--- config.mk ---
export PLATFORM = sky130hd
export DESIGN_NAME = cmult_scheduler
export DESIGN_NICKNAME = d
export VERILOG_FILES = /design/src/rtl/cmult_scheduler_pkg.sv /design/src/rtl/complex_multiplier.sv /design/src/rtl/cmult_scheduler.sv
export SDC_FILE = /design/constraint.sdc
export NUM_CORES = 2
export LEC_CHECK = 0
export CAP_MARGIN = 0
export CELL_PAD_IN_SITES_DETAIL_PLACEMENT = 0
export CELL_PAD_IN_SITES_GLOBAL_PLACEMENT = 1
export CORE_MARGIN = 10
export CORE_UTILIZATION = 30
export DETAILED_ROUTE_END_ITERATION = 8
export PLACE_DENSITY_LB_ADDON = 0.1
export SYNTH_ARGS = -nofsm -noshare
export SYNTH_HDL_FRONTEND = slang
export SYNTH_SLANG_ARGS = --single-unit
export TNS_END_PERCENT = 30
--- constraint.sdc ---
create_clock -name clk -period 6.7 [get_ports clk]
set_clock_uncertainty 0.05 [all_clocks]
set_input_delay 1.34 -clock clk [delete_from_list [all_inputs] [get_ports clk]]
set_output_delay 1.34 -clock clk [all_outputs]
set_load 0.005 [all_outputs]
--- src/rtl/cmult_scheduler_pkg.sv ---
// cmult_scheduler_pkg
// Shared definitions for the complex-multiplier scheduler: multiplier pipeline
// latency and the complex product width helper. Complex values are carried as
// packed {re, im} vectors, re in the upper half, both parts two's complement.
// Ports: none (package).
package cmult_scheduler_pkg;

  // Register stages from operand sample to product output in complex_multiplier.
  localparam int unsigned CMULT_LAT = 3;

  // Width of each part of a full-precision complex product.
  function automatic int unsigned c_width(int unsigned a_w, int unsigned b_w);
    return a_w + b_w + 1;
  endfunction

  // Width of a packed result entry {id, re, im}.
  function automatic int unsigned entry_width(int unsigned id_w, int unsigned cw);
    return id_w + 2 * cw;
  endfunction

endpackage

--- src/rtl/complex_multiplier.sv ---
// complex_multiplier
// Fully pipelined signed complex multiplier, c = a * b, latency CMULT_LAT (3).
// Stage 1 registers the operands, stage 2 the four partial products, stage 3
// the re/im sums. No reset: downstream logic tracks validity separately.
// Ports:
//   clk - rising-edge clock
//   a   - operand a, packed {re, im}, A_WIDTH bits per part
//   b   - operand b, packed {re, im}, B_WIDTH bits per part
//   c   - product, packed {re, im}, A_WIDTH+B_WIDTH+1 bits per part
module complex_multiplier
  import cmult_scheduler_pkg::*;
#(
  parameter int unsigned A_WIDTH = 10,
  parameter int unsigned B_WIDTH = 11,
  localparam int unsigned C_WIDTH = c_width(A_WIDTH, B_WIDTH)
) (
  input  logic                   clk,
  input  logic [2*A_WIDTH-1:0]   a,
  input  logic [2*B_WIDTH-1:0]   b,
  output logic [2*C_WIDTH-1:0]   c
);

  localparam int unsigned P_WIDTH = A_WIDTH + B_WIDTH;

  logic [A_WIDTH-1:0] ar_q, ai_q;
  logic [B_WIDTH-1:0] br_q, bi_q;

  logic signed [P_WIDTH-1:0] ar_x, ai_x, br_x, bi_x;
  logic signed [P_WIDTH-1:0] rr_q, ii_q, ri_q, ir_q;
  logic signed [C_WIDTH-1:0] re_q, im_q;

  // Sign-extend to the product width so the multiply is P_WIDTH x P_WIDTH.
  assign ar_x = $signed({{B_WIDTH{ar_q[A_WIDTH-1]}}, ar_q});
  assign ai_x = $signed({{B_WIDTH{ai_q[A_WIDTH-1]}}, ai_q});
  assign br_x = $signed({{A_WIDTH{br_q[B_WIDTH-1]}}, br_q});
  assign bi_x = $signed({{A_WIDTH{bi_q[B_WIDTH-1]}}, bi_q});

  always_ff @(posedge clk) begin
    ar_q <= a[2*A_WIDTH-1:A_WIDTH];
    ai_q <= a[A_WIDTH-1:0];
    br_q <= b[2*B_WIDTH-1:B_WIDTH];
    bi_q <= b[B_WIDTH-1:0];
    rr_q <= ar_x * br_x;
    ii_q <= ai_x * bi_x;
    ri_q <= ar_x * bi_x;
    ir_q <= ai_x * br_x;
    re_q <= $signed({rr_q[P_WIDTH-1], rr_q}) - $signed({ii_q[P_WIDTH-1], ii_q});
    im_q <= $signed({ri_q[P_WIDTH-1], ri_q}) + $signed({ir_q[P_WIDTH-1], ir_q});
  end

  assign c = {re_q, im_q};

endmodule

--- src/rtl/cmult_scheduler.sv ---
// cmult_scheduler
// Shares one pipelined complex multiplier between N_REQ requesters. An inline
// arbiter grants at most one valid/ready request per cycle while result
// credits remain; a tag pipeline carries {valid, id} alongside the multiplier
// and completed products land in an inline result FIFO.
// Build option: define CMULT_SCHED_FIXED_PRIO_EN for fixed priority (lowest
// index wins); otherwise round-robin starting at rr_ptr.
// Ports:
//   clk, rst_n          - clock, asynchronous active-low reset
//   req_valid/req_ready - per-requester handshake (req_ready one-hot or zero)
//   req_a, req_b        - per-requester operands, packed {re, im}
//   res_valid/res_ready - result handshake at FIFO head
//   res_id, res_c       - head result requester index and product {re, im}
module cmult_scheduler
  import cmult_scheduler_pkg::*;
#(
  parameter int unsigned N_REQ      = 4,
  parameter int unsigned A_WIDTH    = 10,
  parameter int unsigned B_WIDTH    = 11,
  parameter int unsigned FIFO_DEPTH = 8,
  localparam int unsigned C_WIDTH   = c_width(A_WIDTH, B_WIDTH),
  localparam int unsigned ID_W      = $clog2(N_REQ)
) (
  input  logic                            clk,
  input  logic                            rst_n,
  input  logic [N_REQ-1:0]                req_valid,
  output logic [N_REQ-1:0]                req_ready,
  input  logic [N_REQ-1:0][2*A_WIDTH-1:0] req_a,
  input  logic [N_REQ-1:0][2*B_WIDTH-1:0] req_b,
  output logic                            res_valid,
  input  logic                            res_ready,
  output logic [ID_W-1:0]                 res_id,
  output logic [2*C_WIDTH-1:0]            res_c
);

  localparam int unsigned PTR_W = $clog2(FIFO_DEPTH);
  localparam int unsigned CNT_W = PTR_W + 1;
  localparam int unsigned E_W   = entry_width(ID_W, C_WIDTH);
  localparam logic [CNT_W:0] DEPTH_C = (CNT_W + 1)'(FIFO_DEPTH);

  logic [CNT_W-1:0] fifo_count_q, fifo_count_d;
  logic [CNT_W-1:0] inflight_q, inflight_d;
  logic             can_issue;
  logic             gnt_any;
  logic [ID_W-1:0]  gnt_idx;

  logic [2*A_WIDTH-1:0] mult_a;
  logic [2*B_WIDTH-1:0] mult_b;
  logic [2*C_WIDTH-1:0] mult_c;

  logic [CMULT_LAT-1:0]           tag_vld_q;
  logic [CMULT_LAT-1:0][ID_W-1:0] tag_id_q;
  logic                           push, pop;

  logic [E_W-1:0]   fifo_mem [FIFO_DEPTH];
  logic [PTR_W-1:0] wr_ptr_q, rd_ptr_q;
  logic [E_W-1:0]   head;

  // Every issued product owns a FIFO slot until it is popped.
  assign can_issue = ({1'b0, fifo_count_q} + {1'b0, inflight_q}) < DEPTH_C;

  // ---------------------------------------------------------------- arbiter
`ifdef CMULT_SCHED_FIXED_PRIO_EN
  always_comb begin
    gnt_any = 1'b0;
    gnt_idx = '0;
    if (can_issue && rst_n) begin
      for (int i = int'(N_REQ) - 1; i >= 0; i--) begin
        if (req_valid[i]) begin
          gnt_any = 1'b1;
          gnt_idx = ID_W'(i);
        end
      end
    end
  end
`else
  logic [ID_W-1:0] rr_ptr_q;
  int unsigned     rr_idx;

  always_comb begin
    gnt_any = 1'b0;
    gnt_idx = '0;
    rr_idx  = 0;
    if (can_issue && rst_n) begin
      for (int unsigned off = 0; off < N_REQ; off++) begin
        rr_idx = (32'(rr_ptr_q) + off) % N_REQ;
        if (!gnt_any && req_valid[rr_idx]) begin
          gnt_any = 1'b1;
          gnt_idx = ID_W'(rr_idx);
        end
      end
    end
  end

  always_ff @(posedge clk or negedge rst_n) begin
    if (!rst_n) begin
      rr_ptr_q <= '0;
    end else if (gnt_any) begin
      rr_ptr_q <= (gnt_idx == ID_W'(N_REQ - 1)) ? '0 : gnt_idx + ID_W'(1);
    end
  end
`endif

  always_comb begin
    req_ready = '0;
    if (gnt_any) begin
      req_ready[gnt_idx] = 1'b1;
    end
  end

  // Zero operands when idle so the datapath does not toggle on stale inputs.
  assign mult_a = gnt_any ? req_a[gnt_idx] : '0;
  assign mult_b = gnt_any ? req_b[gnt_idx] : '0;

  complex_multiplier #(
    .A_WIDTH (A_WIDTH),
    .B_WIDTH (B_WIDTH)
  ) u_mult (
    .clk (clk),
    .a   (mult_a),
    .b   (mult_b),
    .c   (mult_c)
  );

  // ----------------------------------------------------------- tag pipeline
  always_ff @(posedge clk or negedge rst_n) begin
    if (!rst_n) begin
      tag_vld_q <= '0;
      tag_id_q  <= '0;
    end else begin
      tag_vld_q <= {tag_vld_q[CMULT_LAT-2:0], gnt_any};
      tag_id_q  <= {tag_id_q[CMULT_LAT-2:0], gnt_idx};
    end
  end

  assign push = tag_vld_q[CMULT_LAT-1];
  assign pop  = res_valid & res_ready;

  // ------------------------------------------------------------ result FIFO
  always_ff @(posedge clk) begin
    if (push) begin
      fifo_mem[wr_ptr_q] <= {tag_id_q[CMULT_LAT-1], mult_c};
    end
  end

  always_comb begin
    fifo_count_d = fifo_count_q;
    if (push && !pop) begin
      fifo_count_d = fifo_count_q + CNT_W'(1);
    end else if (!push && pop) begin
      fifo_count_d = fifo_count_q - CNT_W'(1);
    end
    inflight_d = inflight_q;
    if (gnt_any && !push) begin
      inflight_d = inflight_q + CNT_W'(1);
    end else if (!gnt_any && push) begin
      inflight_d = inflight_q - CNT_W'(1);
    end
  end

  always_ff @(posedge clk or negedge rst_n) begin
    if (!rst_n) begin
      fifo_count_q <= '0;
      inflight_q   <= '0;
      wr_ptr_q     <= '0;
      rd_ptr_q     <= '0;
    end else begin
      fifo_count_q <= fifo_count_d;
      inflight_q   <= inflight_d;
      if (push) begin
        wr_ptr_q <= wr_ptr_q + PTR_W'(1);
      end
      if (pop) begin
        rd_ptr_q <= rd_ptr_q + PTR_W'(1);
      end
    end
  end

  assign head      = fifo_mem[rd_ptr_q];
  assign res_valid = (fifo_count_q != '0);
  // Head fields are forced to zero when empty so reset and idle outputs are clean.
  assign res_id    = res_valid ? head[E_W-1:2*C_WIDTH] : '0;
  assign res_c     = res_valid ? head[2*C_WIDTH-1:0] : '0;

  // The credit check must make a write into a full FIFO impossible.
  a_no_overflow: assert property (@(posedge clk) disable iff (!rst_n)
    !(push && ({1'b0, fifo_count_q} == DEPTH_C)));

endmodule

==> metrics.cfg <==
[clock_network]
cts_tree = done
ctsRootBufferMaster = clkbuf_16

[routing]
drtIter0Drc = 1352
dr.pass1.iters = 5
wl_per_cell_um = 19.4
drt_wl_total_mm = 103
postRouteAntennaNets = 0
drc = 0

[hold_path]
min_path_type = reg2reg
hold_path_depth = 0

[finish]
buf_share_pct = 6.04
nClkBuffers = 89
area.growth.synth_to_final_pct = 17.5
diodes = 1
num-fill-cells = 12700
logic_area_um2 = 21200

[pwr]
p_sw_mw = 6.02
vdd_drop_max_mv = 0.195
leakage_nw = 19.8
p_int_mw = 9.92
power_leader = combinational logic

[synth]
top_area_cell = edfxtp_1
top_logic_kind = adder cells
yosys_warnings = 0
synth.top_cells.by_count = 592 x inv_1, 400 x fa_1, 368 x edfxtp_1, 284 x nand2_1, 261 x ha_1
simple_gate_share_pct = 9.09
synthArstFlopShare_pct = 4.44

[floorplanning]
ios = 226
dieArea_um2 = 145000

[final_timing]
fin_setup_tns_ns = 0
drv_slew = 0

[status]
outcome = completed

-- worst max-delay path: stages (launching register included) --
cell	delay (ns)
dfxtp_1	0.99
nand2_1	0.19
fa_1	0.56
inv_1	0.05
fa_1	0.54
fa_1	0.43
fa_1	0.49
inv_1	0.05
fa_1	0.47
inv_1	0.04
ha_1	0.33
a21oi_1	0.26
a21boi_0	0.12
o21ai_0	0.23
o311ai_0	0.19
o311a_1	0.20
a211o_1	0.27
a21oi_1	0.17
xnor2_1	0.14
-- routing by layer --
| metal | share of wire (%) | wire length [um] |
|---|---|---|
| met1 | 46 | 47000 |
| met4 | 2.1 | 2110 |
| met5 | 0.013 | 13 |
| met3 | 5.0 | 5180 |
| met2 | 47 | 48300 |
-- layout by cell type (no fill, tap or decap), drive strengths merged, types with 4 or more instances in the layout --
cell / netlist / layout
inv: 592 / 597
fa: 400 / 400
edfxtp: 368 / 368
nand2: 284 / 284
ha: 261 / 261
clkdlybuf4s50: 0 / 225
and2: 199 / 199
dfxtp: 170 / 170
nor2: 149 / 149
mux4: 134 / 134
xnor2: 108 / 108
clkbuf: 103 / 89
buf: 24 / 67
a21oi: 63 / 63
o21ai: 57 / 57
mux2i: 47 / 47
a21o: 29 / 29
xor2: 27 / 27
nand2b: 26 / 26
clkinv: 1 / 26
dfrtp: 25 / 25
o21a: 22 / 22
nor3: 20 / 20
and3: 16 / 16
nand3: 14 / 14
a211oi: 13 / 13
a31oi: 12 / 12
bufinv: 0 / 8
o21bai: 6 / 6
nor2b: 6 / 6
nand4: 5 / 5
o211ai: 5 / 5
o31a: 5 / 5
nor3b: 4 / 4
a31o: 4 / 4
or3: 4 / 4
mux2: 4 / 4
nor4: 4 / 4
**Clock nets**

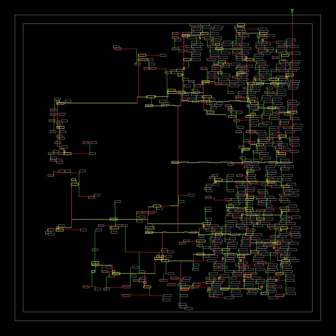
Clock Power: 3.85 mW
clk latency late pin: 0.63 ns
clock sink count: 563
total clock buffers created by CTS: 70
flop count: 563

**Cell area per tile**

38 x 38 tiles, from dark purple (low) to yellow (high), 0 to 100% covered.
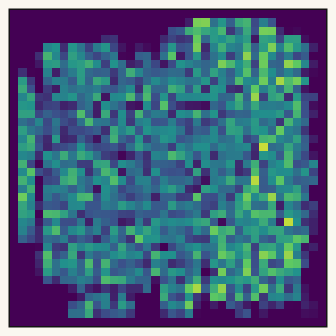
tiles over 75% full = 2.5%
densest ninth of the die = east
fullest tile = 92%
Finished Core Util: 35.4%
Initial Util: 30.2%
CORE AREA: 129000 um2

No activity file was given, so power comes from the tool's default toggle rates.
